--- src/rtl/regfile_pkg.sv ---
// Shared constants and types for the scoreboarded register file.
package regfile_pkg;

  localparam int unsigned DATA_W_DEF = 32;
  localparam int unsigned NREGS_DEF  = 32;
  localparam int unsigned ADDR_W     = 5;

  typedef logic [ADDR_W-1:0]     reg_addr_t;
  typedef logic [DATA_W_DEF-1:0] reg_data_t;

  localparam reg_addr_t ZERO_REG = 5'd0;

endpackage : regfile_pkg

--- src/rtl/regfile_sb_tracker.sv ---
// Busy-bit scoreboard: set on accepted issue, cleared on writeback, plus hazard/stall logic.
// REGFILE_WRITE_BYPASS_EN: a register being written this cycle no longer counts as busy.
module regfile_sb_tracker
  import regfile_pkg::*;
#(
  parameter int unsigned NREGS = NREGS_DEF
) (
  input  logic             clk,
  input  logic             rst,
  input  reg_addr_t        ra1,
  input  reg_addr_t        ra2,
  input  logic [NREGS-1:0] clr_vec,
  input  logic             issue_valid,
  input  reg_addr_t        issue_rd,
  input  logic             issue_uses_rd,
  output logic             stall,
  output logic [NREGS-1:0] busy_vec
);

  logic [NREGS-1:0] busy_q;
  logic [NREGS-1:0] busy_d;
  logic [NREGS-1:0] busy_eff;
  logic             src_haz;
  logic             dst_haz;
  logic             accept;

  // Hazard view, issue acceptance and next busy state; an accepted set beats a same-edge clear.
  always_comb begin
`ifdef REGFILE_WRITE_BYPASS_EN
    busy_eff = busy_q & ~clr_vec;
`else
    busy_eff = busy_q;
`endif
    src_haz = ((ra1 != ZERO_REG) && busy_eff[ra1]) ||
              ((ra2 != ZERO_REG) && busy_eff[ra2]);
    dst_haz = issue_uses_rd && busy_eff[issue_rd];
    stall   = issue_valid && (src_haz || dst_haz);
    accept  = issue_valid && !stall && issue_uses_rd && (issue_rd != ZERO_REG);
    busy_d  = busy_q & ~clr_vec;
    if (accept) begin
      busy_d[issue_rd] = 1'b1;
    end
    busy_d[0] = 1'b0;
  end

  always_ff @(posedge clk) begin
    if (rst) begin
      busy_q <= '0;
    end else begin
      busy_q <= busy_d;
    end
  end

  assign busy_vec = busy_q;

endmodule : regfile_sb_tracker

--- src/rtl/register_file_sb.sv ---
// 32x32 register file (r0 hardwired zero) with two combinational reads, one write, and a busy scoreboard.
// REGFILE_WRITE_BYPASS_EN: forward writeback data to same-cycle reads and drop the writeback stall.
module register_file_sb
  import regfile_pkg::*;
#(
  parameter int unsigned DATA_W = DATA_W_DEF,
  parameter int unsigned NREGS  = NREGS_DEF
) (
  input  logic              clk,
  input  logic              rst,
  input  logic [ADDR_W-1:0] ra1,
  input  logic [ADDR_W-1:0] ra2,
  output logic [DATA_W-1:0] rd1,
  output logic [DATA_W-1:0] rd2,
  input  logic              we,
  input  logic [ADDR_W-1:0] wa,
  input  logic [DATA_W-1:0] wd,
  input  logic              issue_valid,
  input  logic [ADDR_W-1:0] issue_rd,
  input  logic              issue_uses_rd,
  output logic              stall,
  output logic [NREGS-1:0]  busy_vec
);

  logic [DATA_W-1:0] regs_q [NREGS];
  logic [DATA_W-1:0] regs_d [NREGS];
  logic [NREGS-1:0]  wsel;

  // One-hot write select; bit 0 is never enabled.
  always_comb begin
    wsel = '0;
    for (int i = 1; i < NREGS; i++) begin
      wsel[i] = we && (wa == ADDR_W'(i));
    end
  end

  always_comb begin
    regs_d = regs_q;
    for (int i = 1; i < NREGS; i++) begin
      if (wsel[i]) begin
        regs_d[i] = wd;
      end
    end
    regs_d[0] = '0;
  end

  always_ff @(posedge clk) begin
    if (rst) begin
      for (int i = 0; i < NREGS; i++) begin
        regs_q[i] <= '0;
      end
    end else begin
      regs_q <= regs_d;
    end
  end

  // Read muxes; address 0 always reads zero.
  always_comb begin
    rd1 = (ra1 == ZERO_REG) ? '0 : regs_q[ra1];
    rd2 = (ra2 == ZERO_REG) ? '0 : regs_q[ra2];
`ifdef REGFILE_WRITE_BYPASS_EN
    if (we && (wa == ra1) && (ra1 != ZERO_REG)) begin
      rd1 = wd;
    end
    if (we && (wa == ra2) && (ra2 != ZERO_REG)) begin
      rd2 = wd;
    end
`endif
  end

  regfile_sb_tracker #(
    .NREGS(NREGS)
  ) u_tracker (
    .clk          (clk),
    .rst          (rst),
    .ra1          (ra1),
    .ra2          (ra2),
    .clr_vec      (wsel),
    .issue_valid  (issue_valid),
    .issue_rd     (issue_rd),
    .issue_uses_rd(issue_uses_rd),
    .stall        (stall),
    .busy_vec     (busy_vec)
  );

endmodule : register_file_sb

--- config.mk ---
export PLATFORM = sky130hd
export DESIGN_NAME = register_file_sb
export DESIGN_NICKNAME = d
export VERILOG_FILES = /design/src/rtl/regfile_pkg.sv /design/src/rtl/regfile_sb_tracker.sv /design/src/rtl/register_file_sb.sv
export SDC_FILE = /design/constraint.sdc
export NUM_CORES = 2
export LEC_CHECK = 0
export CAP_MARGIN = 20
export CORE_ASPECT_RATIO = 0.8
export CORE_MARGIN = 8
export CORE_UTILIZATION = 50
export CTS_CLUSTER_DIAMETER = 40
export DETAILED_ROUTE_END_ITERATION = 8
export PLACE_DENSITY = 0.73
export SKIP_LAST_GASP = 1
export SLEW_MARGIN = 20
export SYNTH_ARGS = -nofsm -noshare
export SYNTH_HDL_FRONTEND = slang
export SYNTH_SLANG_ARGS = --single-unit
--- constraint.sdc ---
create_clock -name clk -period 6.1 [get_ports clk]
set_input_delay 1.22 -clock clk [delete_from_list [all_inputs] [get_ports clk]]
set_output_delay 1.22 -clock clk [all_outputs]
set_load 0.05 [all_outputs]
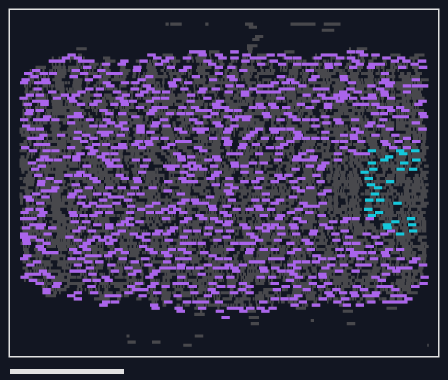
(images/registers.png)
Bar = 100 um. Other cells in grey.
[`regs_q`] purple | placed flops: 992
[`u_tracker.busy_vec`] cyan | placed flops: 31 | where: right middle
register area: 20500 um^2
flop share of the area: 34.6%
P_seq: 0.00677 W
fin util: 56.9%

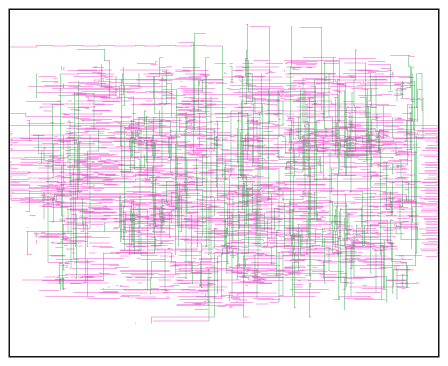
(images/metal_stack.png)
Two of the layers only.
[met3] magenta | wire length: 34.3 mm
[met4] green | wire length: 14100 um
Vias: 49100
wire per inst: 28.2 um
GRT Overall Usage: 34.2%
WL final: 204000 um

==> flow_metrics.tcl <==
# implementation run metrics
set metrics [dict create \
    numCtsBuffers 112 \
    r2r_start "u_tracker.busy_vec[22]$_SDFF_PP0_" \
    n_fill_cell 8871 \
    hp-class "reg2reg" \
    fin_skew_ns 0.00835 \
    arrival_ns 4.38 \
    cp_max_fo 83 \
    cts_sinks 1023 \
    powerDensity_nw_per_um2 258 \
    total_power_w 0.0153 \
    hold_path_depth 2 \
    crit_type "in2out" \
    firstDrtPassIters 6 \
    clock_latency_ns 0.72 \
    cts_setup_buffers 0 \
    common_cells "nand2_1, a21oi_1, dfxtp_1" \
    floorplan.rows 106 \
    rsz0062_at_grt "false" \
    tns_ns 0 \
    ys_cells 5868 \
    edf_count 0 \
    synth-compound-area-share_pct 13.0 \
    area_delta_synth_final_pct 13.5 \
    holdPathEnd "regs_q[34]$_SDFFE_PP0P_" \
    reg2reg_depth 7 \
    crit_buf_inv 4 \
    grt_max_degree 202 \
    ys_chip_area_um2 52100 \
    cp_num_cells 8 \
    ys_seq_share_pct 39.3 \
    p_leak_nw 19.1 \
    clockBufferDepth 3 \
    synthArstFlopShare_pct 0 \
    top_logic_kind "multiplexers" \
    dpl.hpwl_um 119000 \
    holdBufCountCts 0 \
    pin_count 154 \
    timing.final.ws_setup_ns 0.499 \
    setup.worst_path.end "rd2[10]" \
    setup-violations-final 0 \
    drt_iter0_drc 8994 \
    fp-utilization_pct 50.1 \
    yosys-top-cells-area "dfxtp_1, mux4_2, nand2_1" \
    slowest_delay_ns 0.69 \
    period_minus_slack_ns 5.60 \
    crit_slowest_cell "buf_8" \
    overflow 0 \
    core-area_um2 104000 \
    vdd_drop_max_mv 0.256 \
    ff_type "dfxtp_1" \
    chipWidth_um 377 \
    hp-start "regs_q[34]$_SDFFE_PP0P_" \
    startpoint_type "primary input" \
    placedCellCount 7009 \
    timing.hold.ws_ns 0.467 \
    syn_area_per_cell_um2 8.89 \
    cp-end-kind "output port" \
    final_antenna_net_count 0 \
    fa_ha_area_share_pct 0 \
    synth-simple-area-share_pct 16.9 \
    r2r_slack_ns 3.26 \
    tightest_slew_ns 1.25 \
    drt-met1-wl_um 71900 \
    mux_share_pct 26.3 \
    yosysTopAreaCell "dfxtp_1" \
    pre_cts_ws_ns 0.422 \
    status "finished clean" \
    worstPathRequired_ns 4.88 \
    setup.worst_path.start "ra2[0]" \
    path_delay_family "buffers and inverters" \
    synthCells 5868 \
    ys_types 50 \
    io_buffers 152 \
    drive_gt1_share_pct 19.3 \
    wl_met2_um 83600 \
    avgViaCountPerCell 6.79 \
    hold_viol 0 \
    fmax_mhz 179 \
    fin_area_um2 59200 \
    post-synth-top-count-cell "nand2_1" \
    mostFrequentLayoutCell "nand2_1" \
    nets 5778 \
    clkTransAtPathRegs_ns 0.06 \
    drc 0 \
    final_max_slew_viol_count 0 \
    layout_top_cells "nand2_1, a21oi_1, dfxtp_1, mux4_2, buf_4" \
    dpl_cell_area_um2 55300 \
]
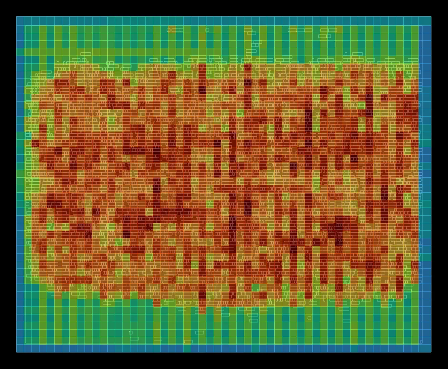
(images/final_congestion.png)
busiest grt layer: met2
grt met1 use: 45.5%
M3 GR Usage: 12.1%
met2 Usage GRT: 47.6%

-- power by group --
part | switching (W) | total, W | internal, W | leakage [nW]
clock | 0.00303 | 0.00714 | 0.00411 | 1.87
sequential | 0.0000393 | 0.00677 | 0.00673 | 8.25
combinational | 0.000927 | 0.00135 | 0.000426 | 9.03
-- cell type report --
class                      instances  area [um^2]  area share (%)
antenna                           15         37.5          0.0634
clock buffer                     146         3110            5.26
clock inverter                    62          728            1.23
inverter                           8         30.0          0.0507
multi-input combinational       4245        29600            50.1
sequential                      1023        20500            34.6
tap                             1404         1760            2.97
timing repair buffer             331         3390            5.73
-- sequential cells by signal, summed over array words and instances, names as in the netlist --
register,flops
regs_q,992
u_tracker.busy_vec,31
Power and IR drop assume default switching activity.
